Design mix_scheduler, sky130hd; sources not shown.
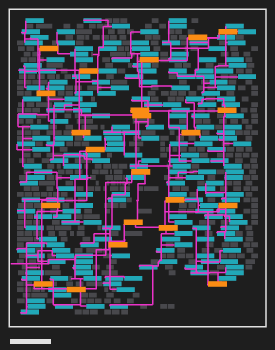
(routed clock nets over the placement)
The bar under the picture is 20 microns long.
[clock wires] magenta | length: 2390 microns
[flip-flops] cyan | count: 211
[clock drivers] orange | count: 22
routed clock nets: 23
flops lie: spread over the die
worst clock skew: 10.27 ps
Latency at later pin: 490 ps
Clock Power: 0.00397 W
clock share of power: 21.2%

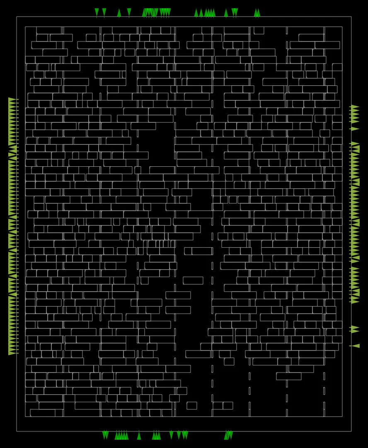
(cell placement)
row count: 53
core area: 16910 sq um

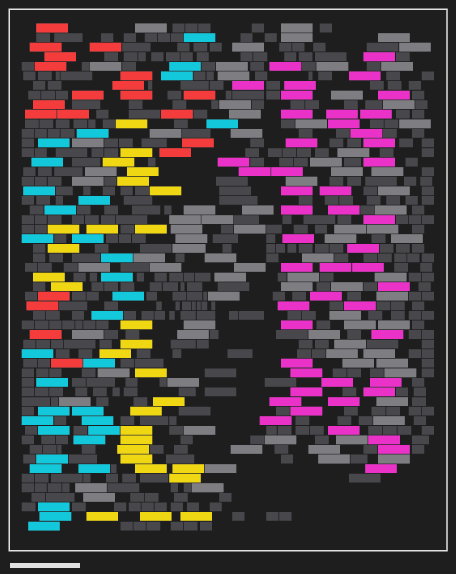
(where the registers sit)
The bar under the picture is 20 microns long. Other sequential cells in the stronger grey, the rest of the logic in the fainter grey.
| name in the netlist | colour | sequential cells |
|---|---|---|
| `shadow_q` | magenta | 48 |
| `dc_snap_q` | cyan | 32 |
| `mul_snap_q` | red | 20 |
| `env_snap_q` | yellow | 28 |
Final Core Density: 64.42%
Storage cell area: 5281 sq um
flop share of the area: 48.48%
seq pwr: 0.00763 W

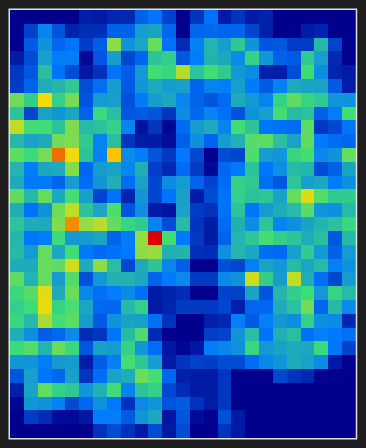
(wire density map)
25 x 31 tiles, from dark blue (low) to red (high), scaled to the fullest tile. Values are wire area over tile area, all layers added.
nearly empty tiles: 11%
tiles over half the peak: 11%
densest ninth of the die: middle left
final WL: 16280 microns
GRT Total Usage: 18.13%
Vias: 4595
post-DR wirelength/cell: 18.29 microns

==> results_slide.txt <==
Flow Results at a Glance

Timing
  • Hold Vio Cnt, Final: 0
  • Fin crit share: 91.78%
  • Setup tns final: 0 ps
  • Fmax: approximately 540 MHz
  • Final setup fails: 0
  • Final min period: ~1800 ps
  • RSZ-0062 raised after global routing: no
  • Slew Limit Fails: 0
  • Slew margin rel.: about two thirds
  • Hold slack final: roughly 260 ps
  • Final WS setup: roughly 160 ps
  • Worst slew pin tran: 489.9 ps

Routing
  • Iteration tally of the first detailed-router pass: 4
  • Met1 Wirelength: around 6500 microns
  • Final ANT Viol Nets: 0
  • DRC: 0
  • Metal3 WL: between 1000 and 1500 microns
  • Met2 WL: 8416 microns
  • DR iter-0 viols: roughly 190
  • Vias per inst: 5.163
  • Max Used Layer: met4

Global routing
  • Initial antenna violation count: 0
  • GRT overflow: 0
  • Pin count of the biggest net entering global routing: 61
  • Vias in the first global route: between 5k and 6k
  • First-pass GRT wire length: ~27000 microns

Worst setup path
  • Worst Setup Start Kind: flip-flop
  • Critical Path Slowest Stage Cell: a222oi_1
  • CP required: about 2400 ps
  • Reg2Reg Depth: 4
  • Sequence of cells on the critical path: inv_1 > ha_1 > a222oi_1 > mux2_2
  • CP Class: flip-flop to flip-flop
  • Worst setup EP type: flip-flop
  • R2r setup slk: roughly 160 ps
  • Crit-path max FO: 6
  • Slowest cell delay on critical path: just over 500 ps
  • WP data arrival: between 2000 and 2500 ps

Clock network
  • Postcts setup bufs: 0
  • CTS tree: built
  • H-tree levels: 1
  • CTS clk-pin slew, worst paths: roughly 60 ps
  • Hold-fix buffers, CTS: 1
  • Count of cells resized by post-cts repair: 0
  • Total clock sinks: about 210
  • Clock root buffer: clkbuf_16
  • CTS buffer count: 22
  • Max Root-Sink Buffers: 3

Logic synthesis
  • Post-Synthesis Cells: about 480
  • Biggest area cells: dfrtp_1, mux2_2, mux4_2, and2_1, buf_2
  • Avg Cell Area, Syn: 17.12 sq um
  • Register share after synthesis: roughly two thirds
  • Net Count, Synth: just under 600
  • Main synth FF type: dfrtp_1
  • Number of enable flip-flop cells: 0
  • Synth cell types: 20
  • Top cells by count, synth: dfrtp_1, mux2_2, and2_1, mux4_2, buf_2
  • Mapped Area: between 8000 and 9000 sq um
  • Yosys cell count: between 400 and 500
  • Post-synth top area cell: dfrtp_1
  • Post-synth ARST share: 100.0%
  • Count leader, synth: dfrtp_1
  • YS chip area: ~8200 sq um
  • Synth Warn #: 0
  • Post-synth top area share: 64.67%
  • Synthesized flop and latch total: approximately 210

Power
  • VDD IR-drop max: about 940 uV
  • P_leak: between 4 and 5 nW
  • PwrDens: 1717 nW/um^2

Floorplan
  • Die Footprint: approximately 19000 sq um
  • Initial Util: approximately half
  • Die W: 123.9 microns
  • I/O Pins: about 170
  • Die height: around 150 microns

Final layout
  • Finished Layout Cells: just under 900
  • Area growth, synth to finish: 33.44%
  • Nets@finish: approximately 760
  • # diodes: 0
  • Layout cells sized above 1: between 30% and 40%

Worst hold path
  • Min-delay worst type: input pin to asynchronous set/reset pin

Placement
  • Detailed Place HPWL: between 10000 and 15000 microns
  • Dpl cells: 852
  • # port buffers: roughly 160
  • Setup WS pre-CTS: 109.6 ps
  • Final Wtd Congestion: between 0.7 and 0.8

Status
  • Outcome: finished clean

Job
  • Tool warnings: 30
  • Max Cap Violations: 0
-- metrics by stage --
stage | area (sq um) | power (W)
2_1_floorplan | 8164 | 0.01201
3_3_place_gp | 10170 | 0.01447
3_5_place_dp | 10170 | 0.01492
4_1_cts | 10890 | 0.01898
5_1_grt | 10890 | 0.01984
6_report | 10890 | 0.01871
-- area by class of cell --
type	instances	area (sq um)
Clock buffer	32	659.4
Clock inverter	5	57.56
Fill cell	1207	6016
Inverter	4	15.01
Multi-Input combinational cell	238	2763
Sequential cell	211	5281
Tap cell	220	275.3
Timing Repair Buffer	180	1843
-- logic make-up after synthesis --
group | share of synthesized area, %
AOI/OAI and AO/OA | 0.5058
buffers and inverters | 1.670
and+or+nand+nor | 2.069
DFF | 64.67
xor gates and xnor gates | 0.1073
adders and majority gates | 0.9195
muxes | 30.05
-- per-layer routing --
metal | up-vias | GRT usage (%)
met3 | 24 | 4.219
met5 | - | -
met1 | 2352 | 22.38
met4 | 0 | 4.380
li1 | 2061 | -
met2 | 158 | 30.19
-- critical path: cells and delay by family, from the launching register on --
| kind | cells | cell delay, ps |
|---|---|---|
| compound gates | 1 | 510 |
| fa+ha+maj | 1 | 310 |
| mux | 1 | 390 |
| flops | 1 | 400 |
| buf+inv | 1 | 100 |
-- cell usage in the layout (no fill, tap or decap) --
cell type	netlist	routed
dfrtp_1	211	210
mux2_2	177	177
clkdlybuf4s50_1	0	163
clkbuf_16	0	23
mux4_2	20	20
and2_1	20	20
buf_4	3	9
clkbuf_8	0	6
buf_12	0	6
ha_1	6	5
inv_1	4	4
clkbuf_1	5	4
a21oi_1	3	3
nand3b_1	2	2
nor2_1	2	2
clkinv_2	0	2
clkinv_4	0	2
nand2_4	0	1
xnor2_1	1	1
nor3b_2	0	1
nand3_2	1	1
a222oi_1	1	1
a22oi_1	1	1
a2bb2oi_1	1	1
mux2i_1	1	1
ha_2	0	1
bufinv_16	0	1
dlygate4sd3_1	0	1
dfrtp_2	0	1
-- where the power goes --
part	internal [W]	switching, W	total, W
clock	0.00241	0.00156	0.00397
sequential	0.00647	0.00116	0.00763
combinational	0.00425	0.00286	0.00711
Power and IR drop assume default switching activity.
